## src/rtl/timer_intr_ctrl_if.sv

```systemverilog
// timer_intr_ctrl_if: register bus between the CPU data path and the timer/interrupt block.
interface timer_intr_ctrl_if;
   logic        sel;
   logic        wr;
   logic [2:0]  addr;
   logic [31:0] wdata;
   logic [31:0] rdata;
   modport master(output sel, wr, addr, wdata, input rdata);
   modport slave(input sel, wr, addr, wdata, output rdata);
endinterface

```

## src/rtl/timer_intr_ctrl.sv

```systemverilog
// timer_intr_ctrl: 64-bit machine timer with prescaler plus synchronized, edge-latched external IRQ.
module timer_intr_ctrl #(
   parameter int          PRESCALE_W   = 8,
   parameter int          SYNC_STAGES  = 2,
   parameter logic [63:0] MTIMECMP_RST = 64'hFFFF_FFFF_FFFF_FFFF
) (
   input  logic              clk,
   input  logic              rst,
   timer_intr_ctrl_if.slave  bus,
   input  logic              ext_irq,
   input  logic              intr_ack,
   output logic [3:0]        interrupt
);
   logic [63:0]            mtime, mtimecmp;
   logic [PRESCALE_W-1:0]  prescale, pcnt;
   logic [SYNC_STAGES-1:0] sync;
   logic                   timer_en, ext_en, timer_pend, ext_pend, sync_d;
   logic                   we, tick, ext_edge, ext_clr;

   assign we        = bus.sel & bus.wr;
   assign tick      = timer_en & (pcnt == prescale);
   assign ext_edge  = sync[SYNC_STAGES-1] & ~sync_d;
   assign ext_clr   = (intr_ack & (interrupt == 4'd2)) | (we & (bus.addr == 3'd5) & bus.wdata[1]);
   assign interrupt = (ext_pend & ext_en) ? 4'd2 : timer_pend ? 4'd1 : 4'd0;

   always_comb begin
      bus.rdata = '0;
      if (bus.sel & ~bus.wr)
         case (bus.addr)
            3'd0:    bus.rdata = mtime[31:0];
            3'd1:    bus.rdata = mtime[63:32];
            3'd2:    bus.rdata = mtimecmp[31:0];
            3'd3:    bus.rdata = mtimecmp[63:32];
            3'd4:    bus.rdata = 32'({prescale, 6'b0, ext_en, timer_en});
            3'd5:    bus.rdata = {30'b0, ext_pend, timer_pend};
            default: bus.rdata = '0;
         endcase
   end

   always_ff @(posedge clk) begin
      if (rst) begin
         mtime      <= '0;
         mtimecmp   <= MTIMECMP_RST;
         timer_en   <= 1'b0;
         ext_en     <= 1'b0;
         prescale   <= '0;
         pcnt       <= '0;
         sync       <= '0;
         sync_d     <= 1'b0;
         timer_pend <= 1'b0;
         ext_pend   <= 1'b0;
      end else begin
         pcnt <= (!timer_en || tick) ? '0 : pcnt + 1'b1;
         // a bus write to either half takes priority over the tick increment
         if (we && bus.addr == 3'd0) mtime[31:0] <= bus.wdata;
         else if (we && bus.addr == 3'd1) mtime[63:32] <= bus.wdata;
         else if (tick) mtime <= mtime + 64'd1;
         if (we && bus.addr == 3'd2) mtimecmp[31:0] <= bus.wdata;
         if (we && bus.addr == 3'd3) mtimecmp[63:32] <= bus.wdata;
         if (we && bus.addr == 3'd4) begin
            timer_en <= bus.wdata[0];
            ext_en   <= bus.wdata[1];
            prescale <= bus.wdata[8 +: PRESCALE_W];
         end
         timer_pend <= timer_en & (mtime >= mtimecmp);
         sync       <= {sync[SYNC_STAGES-2:0], ext_irq};
         sync_d     <= sync[SYNC_STAGES-1];
         ext_pend   <= (ext_edge & ext_en) | (ext_pend & ~ext_clr);
      end
   end
endmodule
```

## src/flat_wrapper.sv

```systemverilog
// flat-port wrapper written by rule: the top's interface ports become plain ports
module timer_intr_ctrl_flat 
#(
   parameter int          PRESCALE_W   = 8,
   parameter int          SYNC_STAGES  = 2,
   parameter logic [63:0] MTIMECMP_RST = 64'hFFFF_FFFF_FFFF_FFFF
)
  (clk, rst, ext_irq, intr_ack, interrupt, bus_sel, bus_wr, bus_addr, bus_wdata, bus_rdata);
  timer_intr_ctrl_if bus_i ();
  input  logic clk;
  input  logic rst;
  input  logic ext_irq;
  input  logic intr_ack;
  output logic [3:0] interrupt;
  input wire logic [$bits(bus_i.sel)-1:0] bus_sel;
  input wire logic [$bits(bus_i.wr)-1:0] bus_wr;
  input wire logic [$bits(bus_i.addr)-1:0] bus_addr;
  input wire logic [$bits(bus_i.wdata)-1:0] bus_wdata;
  output wire logic [$bits(bus_i.rdata)-1:0] bus_rdata;
  assign bus_i.sel = bus_sel;
  assign bus_i.wr = bus_wr;
  assign bus_i.addr = bus_addr;
  assign bus_i.wdata = bus_wdata;
  assign bus_rdata = bus_i.rdata;
  timer_intr_ctrl #(.PRESCALE_W(PRESCALE_W), .SYNC_STAGES(SYNC_STAGES), .MTIMECMP_RST(MTIMECMP_RST)) u_core (.clk(clk), .rst(rst), .bus(bus_i), .ext_irq(ext_irq), .intr_ack(intr_ack), .interrupt(interrupt));
endmodule
```

## config.mk

```make
export PLATFORM = sky130hd
export DESIGN_NAME = timer_intr_ctrl_flat
export DESIGN_NICKNAME = d
export VERILOG_FILES = /design/src/rtl/timer_intr_ctrl_if.sv /design/src/rtl/timer_intr_ctrl.sv /design/src/flat_wrapper.sv
export SDC_FILE = /design/constraint.sdc
export NUM_CORES = 1
export LEC_CHECK = 0
export CORE_MARGIN = 2
export CORE_UTILIZATION = 45
export CTS_BUF_LIST = sky130_fd_sc_hd__clkbuf_8
export DETAILED_ROUTE_END_ITERATION = 8
export PLACE_DENSITY = 0.65
export SETUP_SLACK_MARGIN = 0.4
export SLEW_MARGIN = 20
export SYNTH_ARGS = -nofsm -noshare
export SYNTH_HDL_FRONTEND = slang
export SYNTH_SLANG_ARGS = --single-unit
```

## constraint.sdc

```tcl
create_clock -name clk -period 2.2 [get_ports clk]
set_input_delay 0.44 -clock clk [delete_from_list [all_inputs] [get_ports clk]]
set_output_delay 0.44 -clock clk [all_outputs]
set_load 0.02 [all_outputs]
```

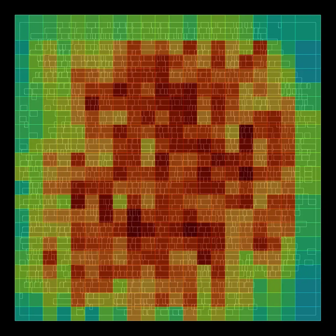
Figure 1: routing congestion map.
GRT met1 Usage: 47.17%
GRT busiest layer: met2
met3 Track Usage GR: 6.970%

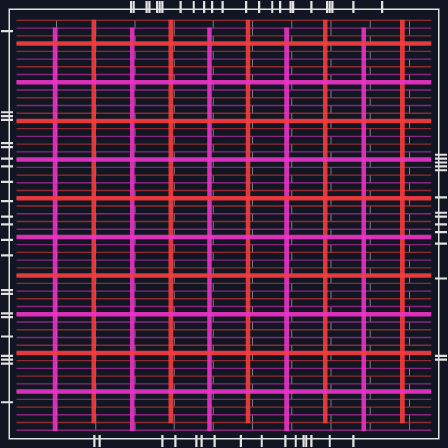
Figure 2: power grid.
Pins as bars on the die edge. Tap cells in grey.
| net | colour |
|---|---|
| VDD | red |
| VSS | magenta |
met1 rails: 54
signal pins: 77
rows: 53
Die Ht: 150.5 µm
core box area: 21,020 µm²
worst IR drop on VDD: 433.8 µV

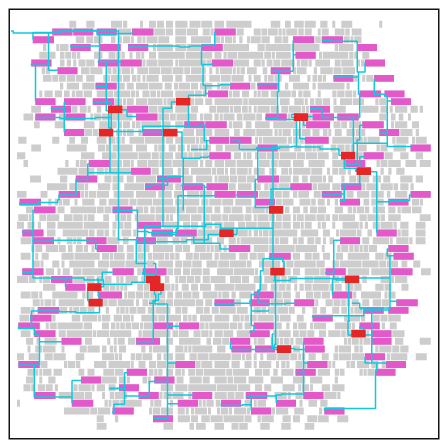
Figure 3: routed clock nets over the placement.
[cells driving clock nets] red | count: 17
[clock wires] cyan | length: 2,260 µm
[flip-flops] magenta | count: 151
routed clock nets: 18
flops lie: widely spread

==> run_results.csv <==
group,metric,value,unit
run_status,status,"complete, but fails checks",
run_status,violations,"setup timing",
cells_and_area,combGateArea,7736,µm²
routing,vias,11960,
cells_and_area,n_fill_cell,1385,
global_routing,grt_max_degree,61,
cts,clk_pin_slew,0.10,ns
critical_path,cp.arrival,2.89,ns
routing,drt.antenna.violating_nets,0,
final_timing,slew_violations,0,
die,chipArea,22660,µm²
final_timing,skew,0.01306,ns
placement,place_hpwl,25870,µm
final_timing,setup_tns,-5.056,ns
die,ioPinCount,77,
global_routing,grt-ovfl-total,0,
power_and_ir_drop,power_leakage,6.737,nW
critical_path,cp-endpoint,"u_core.mtime[63]",
min_path,holdPathStages,3,
global_routing,track_usage,35.44,%
flow_run,warnings,29,
final_timing,hold_viol,0,
placement,dpl.cell_count,1734,
cells_and_area,post-route-util,74.76,%
global_routing,grt_pass1_vias,10964,
cts,cts_buffer_depth,2,
routing,remaining_drc_errors,0,
cts,insertion_delay,0.48,ns
min_path,hold_end,"u_core.ext_pend",
critical_path,start_kind,"register",
critical_path,worst-endpoint-required,2.62,ns
cts,htree_levels,4,
placement,io_buffer_count,74,
cts,cts_resized,487,
synthesis,ys.flop_type,"dfxtp_1",
cells_and_area,n_antenna_cell,0,
critical_path,crit_path_start,"u_core.mtime[46]",
synthesis,synthDistinctLibCells,74,
critical_path,crit_type,"register to register",
synthesis,ys_seq_share,31.28,%
cts,hold_buffers,0,
die,die_x,150.5,µm
die,initCoreUtil,45.97,%
synthesis,edf_count,0,
routing,routed_via_density,6.423,
final_timing,rsz0062_at_grt,"true",
synthesis,async_flop_share,0,%
critical_path,crit_fanout,3,
final_timing,fmax,404.0,MHz
cts,numCtsBuffers,17,
routing,wl_per_cell,23.08,µm
cells_and_area,register_area,3117,µm²
cts,post_cts_buffers,61,
cts,cts_tree,"done",
final_timing,finalWorstSetupSlack,-0.2755,ns
flow_run,cap_violations,0,
final_timing,relSlewSlack,56.83,%
final_timing,period_minus_slack,2.475,ns
cells_and_area,final_layout_size_suffix_gt1_share,45.87,%
synthesis,yosys_area,9663,µm²
cells_and_area,nNetsFinal,1681,
synthesis,syn-cell-area,9663,µm²
critical_path,worstReg2RegStart,"u_core.mtime[46]",
min_path,min_from,"rst",
power_and_ir_drop,p_per_area,383.2,nW/µm²
cells_and_area,area_delta_synth_final,62.64,%
synthesis,ys.flops,151,
final_timing,setup_viol,40,
critical_path,cp-end-kind,"register",
global_routing,antenna_found_initial,0,
critical_path,r2r-end,"u_core.mtime[63]",
final_timing,period_used_share,112.5,%
cts,cts_root_buffer,"clkbuf_8",
synthesis,synth_area_per_cell,7.663,µm²
routing,drt-total-wl,42980,µm
critical_path,r2r_cells,6,
min_path,worstHoldPathType,"primary input to register",
final_timing,worstMarginPinSlew,0.6475,ns
routing,drt-pass1-iter-count,6,
==> metal layers <==
layer,wire length [µm],part of all wire (%),vias to the layer above
li1,-,-,5252
met1,16920,39,5679
met2,19120,44,792
met3,4299,10,237
met4,2634,6.1,0
met5,0,0,-
==> critical path: stages (launching register included) <==
cell and delay, ns:
dfxtp_1 0.54, nand4_1 0.36, nor3_2 0.31, nand3_1 0.20, or4_4 0.55, or3_1 0.32
a31oi_1 0.13
==> area by class of cell <==
type,count,area share [%]
multi-input combinational,940,49.22
timing repair buffer,386,24.48
sequential,151,19.83
tap,275,2.189
inverter,78,1.879
clock buffer,17,1.489
clock inverter,15,0.9076
==> cell families (layout without fill, tap and decap cells) <==
logic type	count (synthesis)	in the layout	synth area share, %
AND-OR/OR-AND	357	357	24.76
other	1	2	0.03881
buffers and inverters	171	496	6.953
multiplexers	13	13	1.360
adder cells (fa/ha/maj)	66	66	8.546
XOR/XNOR	33	33	2.991
flip-flops	151	151	31.28
AND/OR/NAND/NOR	469	469	24.07
==> Yosys cell counts, types with 8 or more instances <==
cell type | count | area, µm²
nor3_1 | 36 | 180.2
nor2_1 | 88 | 330.3
buf_1 | 9 | 33.78
clkbuf_1 | 71 | 266.5
a21oi_1 | 96 | 480.5
o32ai_1 | 8 | 70.07
a221oi_1 | 12 | 105.1
xor2_1 | 13 | 113.9
nor2b_1 | 8 | 50.05
o211ai_1 | 67 | 503.0
dfxtp_1 | 151 | 3023
nor4_1 | 19 | 118.9
buf_2 | 9 | 45.04
and3_1 | 18 | 112.6
a31oi_1 | 8 | 50.05
o21ai_0 | 39 | 195.2
a211oi_1 | 29 | 217.7
ha_1 | 66 | 825.8
a21o_1 | 9 | 67.56
nand2_1 | 179 | 671.9
xnor2_1 | 20 | 175.2
inv_1 | 77 | 289.0
nand4_1 | 31 | 193.9
nand3_1 | 41 | 205.2
mux2i_1 | 12 | 120.1
a22oi_1 | 52 | 390.4
==> power breakdown <==
| part | total [mW] | switching (mW) | internal, mW |
|---|---|---|---|
| Combinational | 1.00 | 0.551 | 0.452 |
| Sequential | 2.83 | 0.0471 | 2.78 |
| Clock | 2.19 | 1.28 | 0.916 |
| Total | 6.02 | 1.88 | 4.15 |
==> placed cells by master (no fill, tap or decap), drive strengths merged, types with 13 or more instances in the layout <==
cell type	synthesis	layout
a21oi	96	96
o21ai	39	39
nand2	181	181
xnor2	20	20
nor3	38	38
buf	22	348
clkbuf	71	19
inv	77	84
xor2	13	13
a22oi	52	52
ha	66	66
nor4	25	25
nand4	33	33
and3	18	18
clkdlybuf4s50	0	34
o211ai	67	67
dfxtp	151	151
nand3	43	43
a211oi	29	29
nor2	88	88
==> per-stage QoR <==
step                total power, mW  area (µm²)  hold WS, ns  setup slack (ns)
floorplan                     3.289       10390       0.4138          -0.02577
global placement              3.632       12680       0.4169           -0.8246
detailed placement            3.642       12680       0.4340           -0.9278
CTS                           5.924       14920       0.4019           -0.1674
global route                  6.187       15720       0.4306           -0.3600
finish                        6.023       15720       0.4184           -0.2755
==> registers in the layout, indices dropped and copies added, names as in the netlist, 2 cells and up <==
register	count
u_core.mtime	64
u_core.mtimecmp	64
u_core.pcnt	8
u_core.prescale	8
u_core.sync	2
Power figures rest on the tool's default switching activity, not on a simulated workload.
